gate_families.png
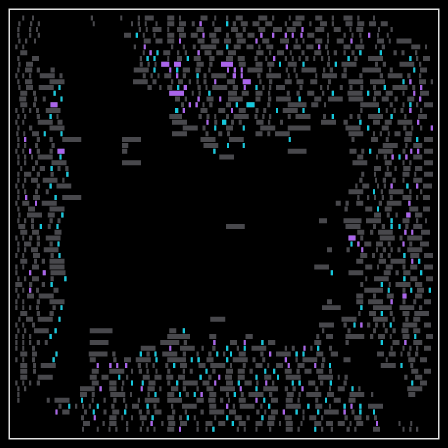
zoom.png
Scale bar: 5 µm. Window x 90 to 110, y 131 to 151 µm. Cells in grey, sequential cells in the stronger grey; small squares are vias.
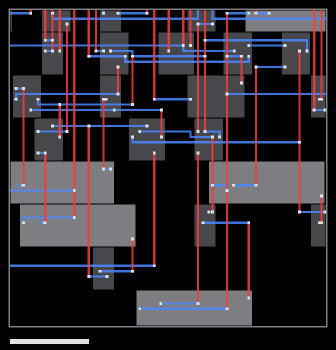
$ cat src/rtl/cpuif_axi_manager_if.sv
`default_nettype none
// ============================================================================
// Module      : cpuif_axi_manager_if
// Description : AXI4 bus bundle between the CSR-to-AXI bridge (master modport)
//               and a subordinate (slave modport). Signal names keep the
//               bridge-side direction suffixes so they read the same on both
//               ends of the link.
// Ports       : AR/R/AW/W/B channel signals, parameterised widths.
// Revision    : 1.0 - initial release
// ============================================================================
interface cpuif_axi_manager_if #(
    parameter int AxiDataWidth = 64,
    parameter int AxiAddrWidth = 32,
    parameter int AxiIdWidth   = 8,
    parameter int AxiUserWidth = 32
);
    // AR channel
    logic [AxiAddrWidth-1:0]   araddr_o;
    logic [2:0]                arsize_o;
    logic [7:0]                arlen_o;
    logic [1:0]                arburst_o;
    logic [AxiIdWidth-1:0]     arid_o;
    logic [AxiUserWidth-1:0]   aruser_o;
    logic                      arlock_o;
    logic                      arvalid_o;
    logic                      arready_i;
    // R channel
    logic [AxiDataWidth-1:0]   rdata_i;
    logic [1:0]                rresp_i;
    logic [AxiIdWidth-1:0]     rid_i;
    logic                      rlast_i;
    logic                      rvalid_i;
    logic                      rready_o;
    // AW channel
    logic [AxiAddrWidth-1:0]   awaddr_o;
    logic [2:0]                awsize_o;
    logic [7:0]                awlen_o;
    logic [1:0]                awburst_o;
    logic [AxiIdWidth-1:0]     awid_o;
    logic [AxiUserWidth-1:0]   awuser_o;
    logic                      awlock_o;
    logic                      awvalid_o;
    logic                      awready_i;
    // W channel
    logic [AxiDataWidth-1:0]   wdata_o;
    logic [AxiDataWidth/8-1:0] wstrb_o;
    logic [AxiUserWidth-1:0]   wuser_o;
    logic                      wlast_o;
    logic                      wvalid_o;
    logic                      wready_i;
    // B channel
    logic [1:0]                bresp_i;
    logic [AxiIdWidth-1:0]     bid_i;
    logic                      bvalid_i;
    logic                      bready_o;

    modport master (
        output araddr_o, arsize_o, arlen_o, arburst_o, arid_o, aruser_o, arlock_o, arvalid_o,
        input  arready_i,
        input  rdata_i, rresp_i, rid_i, rlast_i, rvalid_i,
        output rready_o,
        output awaddr_o, awsize_o, awlen_o, awburst_o, awid_o, awuser_o, awlock_o, awvalid_o,
        input  awready_i,
        output wdata_o, wstrb_o, wuser_o, wlast_o, wvalid_o,
        input  wready_i,
        input  bresp_i, bid_i, bvalid_i,
        output bready_o
    );

    modport slave (
        input  araddr_o, arsize_o, arlen_o, arburst_o, arid_o, aruser_o, arlock_o, arvalid_o,
        output arready_i,
        output rdata_i, rresp_i, rid_i, rlast_i, rvalid_i,
        input  rready_o,
        input  awaddr_o, awsize_o, awlen_o, awburst_o, awid_o, awuser_o, awlock_o, awvalid_o,
        output awready_i,
        input  wdata_o, wstrb_o, wuser_o, wlast_o, wvalid_o,
        output wready_i,
        output bresp_i, bid_i, bvalid_i,
        input  bready_o
    );
endinterface
`default_nettype wire

$ cat src/rtl/cpuif_axi_manager.sv
`default_nettype none
// ============================================================================
// Module      : cpuif_axi_manager
// Description : Bridges a simple CSR request/ack port onto single-beat AXI4
//               reads and writes, one transaction in flight at a time.
// Ports       : clk_i / rst_i      - clock, synchronous active-high reset
//               s_cpuif_*          - CSR request, write data, ack/err/rd_data
//               axi (master)       - AR/R/AW/W/B channels
// Revision    : 1.0 - initial release
// ============================================================================
module cpuif_axi_manager #(
    parameter int                      CsrAddrWidth = 12,
    parameter int                      CsrDataWidth = 32,
    parameter int                      AxiDataWidth = 64,
    parameter int                      AxiAddrWidth = 32,
    parameter int                      AxiIdWidth   = 8,
    parameter int                      AxiUserWidth = 32,
    parameter logic [AxiIdWidth-1:0]   TxnId        = '0,
    parameter logic [AxiUserWidth-1:0] TxnUser      = '0,
    parameter logic [AxiAddrWidth-1:0] BaseAddr     = '0
) (
    input  logic                    clk_i,
    input  logic                    rst_i,
    input  logic                    s_cpuif_req,
    input  logic                    s_cpuif_req_is_wr,
    input  logic [CsrAddrWidth-1:0] s_cpuif_addr,
    input  logic [CsrDataWidth-1:0] s_cpuif_wr_data,
    input  logic [CsrDataWidth-1:0] s_cpuif_wr_biten,
    output logic                    s_cpuif_req_stall_wr,
    output logic                    s_cpuif_req_stall_rd,
    output logic                    s_cpuif_rd_ack,
    output logic                    s_cpuif_rd_err,
    output logic [CsrDataWidth-1:0] s_cpuif_rd_data,
    output logic                    s_cpuif_wr_ack,
    output logic                    s_cpuif_wr_err,
    cpuif_axi_manager_if.master     axi
);
    localparam int C_CSR_BYTES  = CsrDataWidth / 8;
    localparam int C_CSR_OFS_W  = $clog2(C_CSR_BYTES);
    localparam int C_LANES      = AxiDataWidth / CsrDataWidth;
    localparam int C_LANE_IDX_W = (C_LANES > 1) ? $clog2(C_LANES) : 1;
    localparam int C_STRB_W     = AxiDataWidth / 8;
    localparam logic [CsrAddrWidth-1:0] C_ADDR_MASK = ~CsrAddrWidth'((1 << C_CSR_OFS_W) - 1);

    typedef enum logic [2:0] {
        IDLE    = 3'd0,
        RD_ADDR = 3'd1,
        RD_DATA = 3'd2,
        WR_REQ  = 3'd3,
        WR_RESP = 3'd4,
        ACK     = 3'd5
    } state_t;

    state_t                  state_q,   state_d;
    logic [CsrAddrWidth-1:0] addr_q,    addr_d;
    logic [CsrDataWidth-1:0] wr_data_q, wr_data_d;
    logic [CsrDataWidth-1:0] biten_q,   biten_d;
    logic                    is_wr_q,   is_wr_d;
    logic                    aw_done_q, aw_done_d;
    logic                    w_done_q,  w_done_d;
    logic                    err_q,     err_d;
    logic [CsrDataWidth-1:0] rdata_q,   rdata_d;

    logic [C_LANE_IDX_W-1:0] w_lane;
    logic [CsrDataWidth-1:0] w_rd_lane;
    logic [C_CSR_BYTES-1:0]  w_csr_strb;
    logic                    w_rd_err;
    logic                    w_wr_err;

    // CSR-word lane inside the wider AXI beat, taken from the address bits
    // just above the CSR byte offset.
    assign w_lane    = C_LANE_IDX_W'((addr_q >> C_CSR_OFS_W) % C_LANES);
    assign w_rd_lane = CsrDataWidth'(axi.rdata_i >> (w_lane * CsrDataWidth));
    assign w_rd_err  = axi.rresp_i[1] || (axi.rid_i != TxnId) || !axi.rlast_i;
    assign w_wr_err  = axi.bresp_i[1] || (axi.bid_i != TxnId);

    // A byte strobe is set if any bit enable within that byte is set.
    always_comb begin
        w_csr_strb = '0;
        for (int k = 0; k < C_CSR_BYTES; k++) begin
            w_csr_strb[k] = |s_cpuif_biten_slice(biten_q, k);
        end
    end

    function automatic logic [7:0] s_cpuif_biten_slice(input logic [CsrDataWidth-1:0] be, input int k);
        return be[8*k +: 8];
    endfunction

    always_ff @(posedge clk_i) begin
        if (rst_i) begin
            state_q   <= IDLE;
            addr_q    <= '0;
            wr_data_q <= '0;
            biten_q   <= '0;
            is_wr_q   <= 1'b0;
            aw_done_q <= 1'b0;
            w_done_q  <= 1'b0;
            err_q     <= 1'b0;
            rdata_q   <= '0;
        end else begin
            state_q   <= state_d;
            addr_q    <= addr_d;
            wr_data_q <= wr_data_d;
            biten_q   <= biten_d;
            is_wr_q   <= is_wr_d;
            aw_done_q <= aw_done_d;
            w_done_q  <= w_done_d;
            err_q     <= err_d;
            rdata_q   <= rdata_d;
        end
    end

    always_comb begin
        state_d   = state_q;
        addr_d    = addr_q;
        wr_data_d = wr_data_q;
        biten_d   = biten_q;
        is_wr_d   = is_wr_q;
        aw_done_d = aw_done_q;
        w_done_d  = w_done_q;
        err_d     = err_q;
        rdata_d   = rdata_q;
        unique case (state_q)
            IDLE: begin
                if (s_cpuif_req) begin
                    addr_d    = s_cpuif_addr;
                    wr_data_d = s_cpuif_wr_data;
                    biten_d   = s_cpuif_wr_biten;
                    is_wr_d   = s_cpuif_req_is_wr;
                    err_d     = 1'b0;
                    state_d   = s_cpuif_req_is_wr ? WR_REQ : RD_ADDR;
                end
            end
            RD_ADDR: begin
                if (axi.arready_i) state_d = RD_DATA;
            end
            RD_DATA: begin
                if (axi.rvalid_i) begin
                    rdata_d = w_rd_lane;
                    err_d   = w_rd_err;
                    state_d = ACK;
                end
            end
            WR_REQ: begin
                // Each valid is only high while its done flag is clear, so a
                // ready seen after completion cannot re-handshake.
                aw_done_d = aw_done_q || axi.awready_i;
                w_done_d  = w_done_q  || axi.wready_i;
                if (aw_done_d && w_done_d) begin
                    aw_done_d = 1'b0;
                    w_done_d  = 1'b0;
                    state_d   = WR_RESP;
                end
            end
            WR_RESP: begin
                if (axi.bvalid_i) begin
                    err_d   = w_wr_err;
                    state_d = ACK;
                end
            end
            ACK:     state_d = IDLE;
            default: state_d = IDLE;
        endcase
    end

    // CSR side
    assign s_cpuif_req_stall_wr = (state_q != IDLE);
    assign s_cpuif_req_stall_rd = (state_q != IDLE);
    assign s_cpuif_rd_ack       = (state_q == ACK) && !is_wr_q;
    assign s_cpuif_wr_ack       = (state_q == ACK) &&  is_wr_q;
    assign s_cpuif_rd_err       = s_cpuif_rd_ack && err_q;
    assign s_cpuif_wr_err       = s_cpuif_wr_ack && err_q;
    assign s_cpuif_rd_data      = s_cpuif_rd_ack ? rdata_q : '0;

    // AR / R
    assign axi.araddr_o  = BaseAddr + AxiAddrWidth'(addr_q & C_ADDR_MASK);
    assign axi.arsize_o  = 3'(C_CSR_OFS_W);
    assign axi.arlen_o   = 8'd0;
    assign axi.arburst_o = 2'b01;
    assign axi.arid_o    = TxnId;
    assign axi.aruser_o  = TxnUser;
    assign axi.arlock_o  = 1'b0;
    assign axi.arvalid_o = (state_q == RD_ADDR);
    assign axi.rready_o  = (state_q == RD_DATA);

    // AW / W / B
    assign axi.awaddr_o  = BaseAddr + AxiAddrWidth'(addr_q & C_ADDR_MASK);
    assign axi.awsize_o  = 3'(C_CSR_OFS_W);
    assign axi.awlen_o   = 8'd0;
    assign axi.awburst_o = 2'b01;
    assign axi.awid_o    = TxnId;
    assign axi.awuser_o  = TxnUser;
    assign axi.awlock_o  = 1'b0;
    assign axi.awvalid_o = (state_q == WR_REQ) && !aw_done_q;
    assign axi.wvalid_o  = (state_q == WR_REQ) && !w_done_q;
    assign axi.wdata_o   = AxiDataWidth'(wr_data_q) << (w_lane * CsrDataWidth);
    assign axi.wstrb_o   = C_STRB_W'(w_csr_strb) << (w_lane * C_CSR_BYTES);
    assign axi.wuser_o   = TxnUser;
    assign axi.wlast_o   = 1'b1;
    assign axi.bready_o  = (state_q == WR_RESP);
endmodule
`default_nettype wire
$ cat src/flat_wrapper.sv
// flat-port wrapper written by rule: the top's interface ports become plain ports
module cpuif_axi_manager_flat 
#(
    parameter int                      CsrAddrWidth = 12,
    parameter int                      CsrDataWidth = 32,
    parameter int                      AxiDataWidth = 64,
    parameter int                      AxiAddrWidth = 32,
    parameter int                      AxiIdWidth   = 8,
    parameter int                      AxiUserWidth = 32,
    parameter logic [AxiIdWidth-1:0]   TxnId        = '0,
    parameter logic [AxiUserWidth-1:0] TxnUser      = '0,
    parameter logic [AxiAddrWidth-1:0] BaseAddr     = '0
)
  (clk_i, rst_i, s_cpuif_req, s_cpuif_req_is_wr, s_cpuif_addr, s_cpuif_wr_data, s_cpuif_wr_biten, s_cpuif_req_stall_wr, s_cpuif_req_stall_rd, s_cpuif_rd_ack, s_cpuif_rd_err, s_cpuif_rd_data, s_cpuif_wr_ack, s_cpuif_wr_err, axi_araddr_o, axi_arsize_o, axi_arlen_o, axi_arburst_o, axi_arid_o, axi_aruser_o, axi_arlock_o, axi_arvalid_o, axi_arready_i, axi_rdata_i, axi_rresp_i, axi_rid_i, axi_rlast_i, axi_rvalid_i, axi_rready_o, axi_awaddr_o, axi_awsize_o, axi_awlen_o, axi_awburst_o, axi_awid_o, axi_awuser_o, axi_awlock_o, axi_awvalid_o, axi_awready_i, axi_wdata_o, axi_wstrb_o, axi_wuser_o, axi_wlast_o, axi_wvalid_o, axi_wready_i, axi_bresp_i, axi_bid_i, axi_bvalid_i, axi_bready_o);
  cpuif_axi_manager_if #(.AxiDataWidth(AxiDataWidth), .AxiAddrWidth(AxiAddrWidth), .AxiIdWidth(AxiIdWidth), .AxiUserWidth(AxiUserWidth)) axi_i ();
  input  logic clk_i;
  input  logic rst_i;
  input  logic s_cpuif_req;
  input  logic s_cpuif_req_is_wr;
  input  logic [CsrAddrWidth-1:0] s_cpuif_addr;
  input  logic [CsrDataWidth-1:0] s_cpuif_wr_data;
  input  logic [CsrDataWidth-1:0] s_cpuif_wr_biten;
  output logic s_cpuif_req_stall_wr;
  output logic s_cpuif_req_stall_rd;
  output logic s_cpuif_rd_ack;
  output logic s_cpuif_rd_err;
  output logic [CsrDataWidth-1:0] s_cpuif_rd_data;
  output logic s_cpuif_wr_ack;
  output logic s_cpuif_wr_err;
  output wire logic [$bits(axi_i.araddr_o)-1:0] axi_araddr_o;
  output wire logic [$bits(axi_i.arsize_o)-1:0] axi_arsize_o;
  output wire logic [$bits(axi_i.arlen_o)-1:0] axi_arlen_o;
  output wire logic [$bits(axi_i.arburst_o)-1:0] axi_arburst_o;
  output wire logic [$bits(axi_i.arid_o)-1:0] axi_arid_o;
  output wire logic [$bits(axi_i.aruser_o)-1:0] axi_aruser_o;
  output wire logic [$bits(axi_i.arlock_o)-1:0] axi_arlock_o;
  output wire logic [$bits(axi_i.arvalid_o)-1:0] axi_arvalid_o;
  input wire logic [$bits(axi_i.arready_i)-1:0] axi_arready_i;
  input wire logic [$bits(axi_i.rdata_i)-1:0] axi_rdata_i;
  input wire logic [$bits(axi_i.rresp_i)-1:0] axi_rresp_i;
  input wire logic [$bits(axi_i.rid_i)-1:0] axi_rid_i;
  input wire logic [$bits(axi_i.rlast_i)-1:0] axi_rlast_i;
  input wire logic [$bits(axi_i.rvalid_i)-1:0] axi_rvalid_i;
  output wire logic [$bits(axi_i.rready_o)-1:0] axi_rready_o;
  output wire logic [$bits(axi_i.awaddr_o)-1:0] axi_awaddr_o;
  output wire logic [$bits(axi_i.awsize_o)-1:0] axi_awsize_o;
  output wire logic [$bits(axi_i.awlen_o)-1:0] axi_awlen_o;
  output wire logic [$bits(axi_i.awburst_o)-1:0] axi_awburst_o;
  output wire logic [$bits(axi_i.awid_o)-1:0] axi_awid_o;
  output wire logic [$bits(axi_i.awuser_o)-1:0] axi_awuser_o;
  output wire logic [$bits(axi_i.awlock_o)-1:0] axi_awlock_o;
  output wire logic [$bits(axi_i.awvalid_o)-1:0] axi_awvalid_o;
  input wire logic [$bits(axi_i.awready_i)-1:0] axi_awready_i;
  output wire logic [$bits(axi_i.wdata_o)-1:0] axi_wdata_o;
  output wire logic [$bits(axi_i.wstrb_o)-1:0] axi_wstrb_o;
  output wire logic [$bits(axi_i.wuser_o)-1:0] axi_wuser_o;
  output wire logic [$bits(axi_i.wlast_o)-1:0] axi_wlast_o;
  output wire logic [$bits(axi_i.wvalid_o)-1:0] axi_wvalid_o;
  input wire logic [$bits(axi_i.wready_i)-1:0] axi_wready_i;
  input wire logic [$bits(axi_i.bresp_i)-1:0] axi_bresp_i;
  input wire logic [$bits(axi_i.bid_i)-1:0] axi_bid_i;
  input wire logic [$bits(axi_i.bvalid_i)-1:0] axi_bvalid_i;
  output wire logic [$bits(axi_i.bready_o)-1:0] axi_bready_o;
  assign axi_araddr_o = axi_i.araddr_o;
  assign axi_arsize_o = axi_i.arsize_o;
  assign axi_arlen_o = axi_i.arlen_o;
  assign axi_arburst_o = axi_i.arburst_o;
  assign axi_arid_o = axi_i.arid_o;
  assign axi_aruser_o = axi_i.aruser_o;
  assign axi_arlock_o = axi_i.arlock_o;
  assign axi_arvalid_o = axi_i.arvalid_o;
  assign axi_i.arready_i = axi_arready_i;
  assign axi_i.rdata_i = axi_rdata_i;
  assign axi_i.rresp_i = axi_rresp_i;
  assign axi_i.rid_i = axi_rid_i;
  assign axi_i.rlast_i = axi_rlast_i;
  assign axi_i.rvalid_i = axi_rvalid_i;
  assign axi_rready_o = axi_i.rready_o;
  assign axi_awaddr_o = axi_i.awaddr_o;
  assign axi_awsize_o = axi_i.awsize_o;
  assign axi_awlen_o = axi_i.awlen_o;
  assign axi_awburst_o = axi_i.awburst_o;
  assign axi_awid_o = axi_i.awid_o;
  assign axi_awuser_o = axi_i.awuser_o;
  assign axi_awlock_o = axi_i.awlock_o;
  assign axi_awvalid_o = axi_i.awvalid_o;
  assign axi_i.awready_i = axi_awready_i;
  assign axi_wdata_o = axi_i.wdata_o;
  assign axi_wstrb_o = axi_i.wstrb_o;
  assign axi_wuser_o = axi_i.wuser_o;
  assign axi_wlast_o = axi_i.wlast_o;
  assign axi_wvalid_o = axi_i.wvalid_o;
  assign axi_i.wready_i = axi_wready_i;
  assign axi_i.bresp_i = axi_bresp_i;
  assign axi_i.bid_i = axi_bid_i;
  assign axi_i.bvalid_i = axi_bvalid_i;
  assign axi_bready_o = axi_i.bready_o;
  cpuif_axi_manager #(.CsrAddrWidth(CsrAddrWidth), .CsrDataWidth(CsrDataWidth), .AxiDataWidth(AxiDataWidth), .AxiAddrWidth(AxiAddrWidth), .AxiIdWidth(AxiIdWidth), .AxiUserWidth(AxiUserWidth), .TxnId(TxnId), .TxnUser(TxnUser), .BaseAddr(BaseAddr)) u_core (.clk_i(clk_i), .rst_i(rst_i), .s_cpuif_req(s_cpuif_req), .s_cpuif_req_is_wr(s_cpuif_req_is_wr), .s_cpuif_addr(s_cpuif_addr), .s_cpuif_wr_data(s_cpuif_wr_data), .s_cpuif_wr_biten(s_cpuif_wr_biten), .s_cpuif_req_stall_wr(s_cpuif_req_stall_wr), .s_cpuif_req_stall_rd(s_cpuif_req_stall_rd), .s_cpuif_rd_ack(s_cpuif_rd_ack), .s_cpuif_rd_err(s_cpuif_rd_err), .s_cpuif_rd_data(s_cpuif_rd_data), .s_cpuif_wr_ack(s_cpuif_wr_ack), .s_cpuif_wr_err(s_cpuif_wr_err), .axi(axi_i));
endmodule
$ cat config.mk
export PLATFORM = sky130hd
export DESIGN_NAME = cpuif_axi_manager_flat
export DESIGN_NICKNAME = d
export VERILOG_FILES = /design/src/rtl/cpuif_axi_manager_if.sv /design/src/rtl/cpuif_axi_manager.sv /design/src/flat_wrapper.sv
export SDC_FILE = /design/constraint.sdc
export NUM_CORES = 1
export LEC_CHECK = 0
export ABC_AREA = 1
export CELL_PAD_IN_SITES_DETAIL_PLACEMENT = 2
export CELL_PAD_IN_SITES_GLOBAL_PLACEMENT = 2
export CORE_MARGIN = 2
export CORE_UTILIZATION = 18
export CTS_CLUSTER_SIZE = 16
export DETAILED_ROUTE_END_ITERATION = 7
export PLACE_DENSITY = 0.95
export SKIP_CTS_REPAIR_TIMING = 1
export SYNTH_ARGS = -nofsm -noshare
export SYNTH_HDL_FRONTEND = slang
export SYNTH_SLANG_ARGS = --single-unit
$ cat constraint.sdc
create_clock -name clk_i -period 2.2 [get_ports clk_i]
set_input_delay 0.22 -clock clk_i [delete_from_list [all_inputs] [get_ports clk_i]]
set_output_delay 0.22 -clock clk_i [all_outputs]
set_load 0.01 [all_outputs]
==> flow_metrics.env <==
# flow metrics
export IMPL_status="finished clean"
export IMPL_inverters_excl_clock=155
export IMPL_maxCapViolations=0
export IMPL_crit_reg2reg_launch="u_core.state_q[0]"
export IMPL_startpoint_type="flop"
export IMPL_grt_pass1_vias=7633
export IMPL_enable_flop_cells=0
export IMPL_viasPerCell=3.82
export IMPL_logic_family="buffers and inverters"
export IMPL_crit_arrival_ns=1.86
export IMPL_lay_top_cells="clkdlybuf4s50_1 (265), conb_1 (185), inv_1 (150)"
export IMPL_yosysWarnings=0
export IMPL_setup_worst_path_end="s_cpuif_rd_ack"
export IMPL_finalCritPeriodShare_pct=94.6
export IMPL_power_leader="combinational logic"
export IMPL_clockBufferDepth=2
export IMPL_antenna_found_initial=1
export IMPL_drt_total_wl_um=29100
export IMPL_dr_wl_met2_um=16200
export IMPL_clock_sink_count=113
export IMPL_buffer_area_share_pct=32.2
export IMPL_firstDrtPassIters=4
export IMPL_period_needed_ns=2.08
export IMPL_rsz0062_at_grt="no"
export IMPL_warning_count=31
export IMPL_tap_cells=518
export IMPL_clockNetworkAreaShare_pct=5.55
export IMPL_min_from="s_cpuif_wr_data[24]"
export IMPL_ff2ff_setup_slack_ns=0.49
export IMPL_total_power_w=0.0105
export IMPL_finalInstanceArea_um2=10500
export IMPL_critPathTopFamily="buffers and inverters"
export IMPL_grt_use_met2_pct=26.7
export IMPL_pg_clk_w=0.00286
export IMPL_syn_area_um2=6980
export IMPL_die_size_y_um=201
export IMPL_cts_tree="yes"
export IMPL_holdWs_ns=0.424
export IMPL_topCellsByArea="dfxtp_1 (32%), buf_4 (21%), inv_1 (8.1%), a21oi_1 (8.0%), nand2_1 (8.0%)"
export IMPL_p_seq_w=0.00294
export IMPL_synthAdderAreaFrac_pct=0
export IMPL_end_kind="output pin"
export IMPL_worstReg2RegEnd="u_core.biten_q[15]"
export IMPL_clkTransAtPathRegs_ns=0.06
export IMPL_sh_seq_area_pct=21.7
export IMPL_drive_gt1_share_pct=5.82
export IMPL_io_pins=490
export IMPL_internal_power_w=0.00642
export IMPL_crit_path_start="u_core.state_q[1]"
export IMPL_synth_cells=1017
export IMPL_nClkBuffers=21
export IMPL_p_switching_w=0.00411
export IMPL_grt_max_degree=67
export IMPL_ys_sh_xor_pct=0
export IMPL_synth_area_yosys_um2=6980
export IMPL_cp_num_buf_inv=3
export IMPL_vias=6976
export IMPL_finClkSkew_ns=0.0123
export IMPL_min_to="u_core.wr_data_q[24]"
export IMPL_ys_async_sr_fraction_pct=0
export IMPL_ys_seq_share_pct=32.4
export IMPL_p_per_area_nw_per_um2=1010
export IMPL_maxSlewViolCount=0
export IMPL_grtUsageMet3_pct=3.57
export IMPL_ys_types=25
export IMPL_wl_met3_um=1490
export IMPL_simple_gate_share_pct=16.2
export IMPL_grt_ovfl_total=0
export IMPL_max_stage_delay_ns=0.56
export IMPL_flop_cell="dfxtp_1"
export IMPL_crit_fanout=3
export IMPL_yosys_area_top_type="dfxtp_1"
export IMPL_crit_type="flop to output pin"
export IMPL_pwr_share_seq_pct=27.9
export IMPL_power_leakage_nw=5.20
export IMPL_place_ws_ns=0.174
export IMPL_coreArea_um2=38500
export IMPL_nNonClkBuffers=324
export IMPL_area_growth_pct=49.9
export IMPL_die_w_um=201
export IMPL_grt_pass1_wl_um=43000
export IMPL_htree_levels=4
export IMPL_hold_depth=3
export IMPL_n_antenna_cell=1
export IMPL_comb_area_share_pct=28.7
export IMPL_rows=72
export IMPL_fillers=4581
export IMPL_dp_cells=1787
export IMPL_cts_root_buf="clkbuf_16"
export IMPL_initial_core_util_pct=18.1
export IMPL_cp_depth=5
export IMPL_top_cells_by_count="buf_4 (197), inv_1 (150), nand2_1 (148)"
export IMPL_layout_cells_non_filler=1825
export IMPL_wl_met1_um=10700
export IMPL_seq_area_um2=2270
export IMPL_p_comb_w=0.00473
export IMPL_drc_errors=0
export IMPL_reg_largest_list="u_core.biten_q: 32 flops, u_core.rdata_q: 32 flops, u_core.wr_data_q: 32 flops"
export IMPL_clkLatencyLatePin_ns=0.44
## Picture notes: gate_families.png
Key: purple = NOR gates [cells 105, where all over the die]; cyan = inverters [cells 155, where all over the die]

## Picture notes: zoom.png
Key: red = met2; blue = met1
Most frequent: inv_1 (5), dfxtp_1 (5). 23 logic cells have their middle in the window. Sequential cells in the window: 5. Netlist names of flops here include `u_core.biten_q` (4), `u_core.is_wr_q` (1).

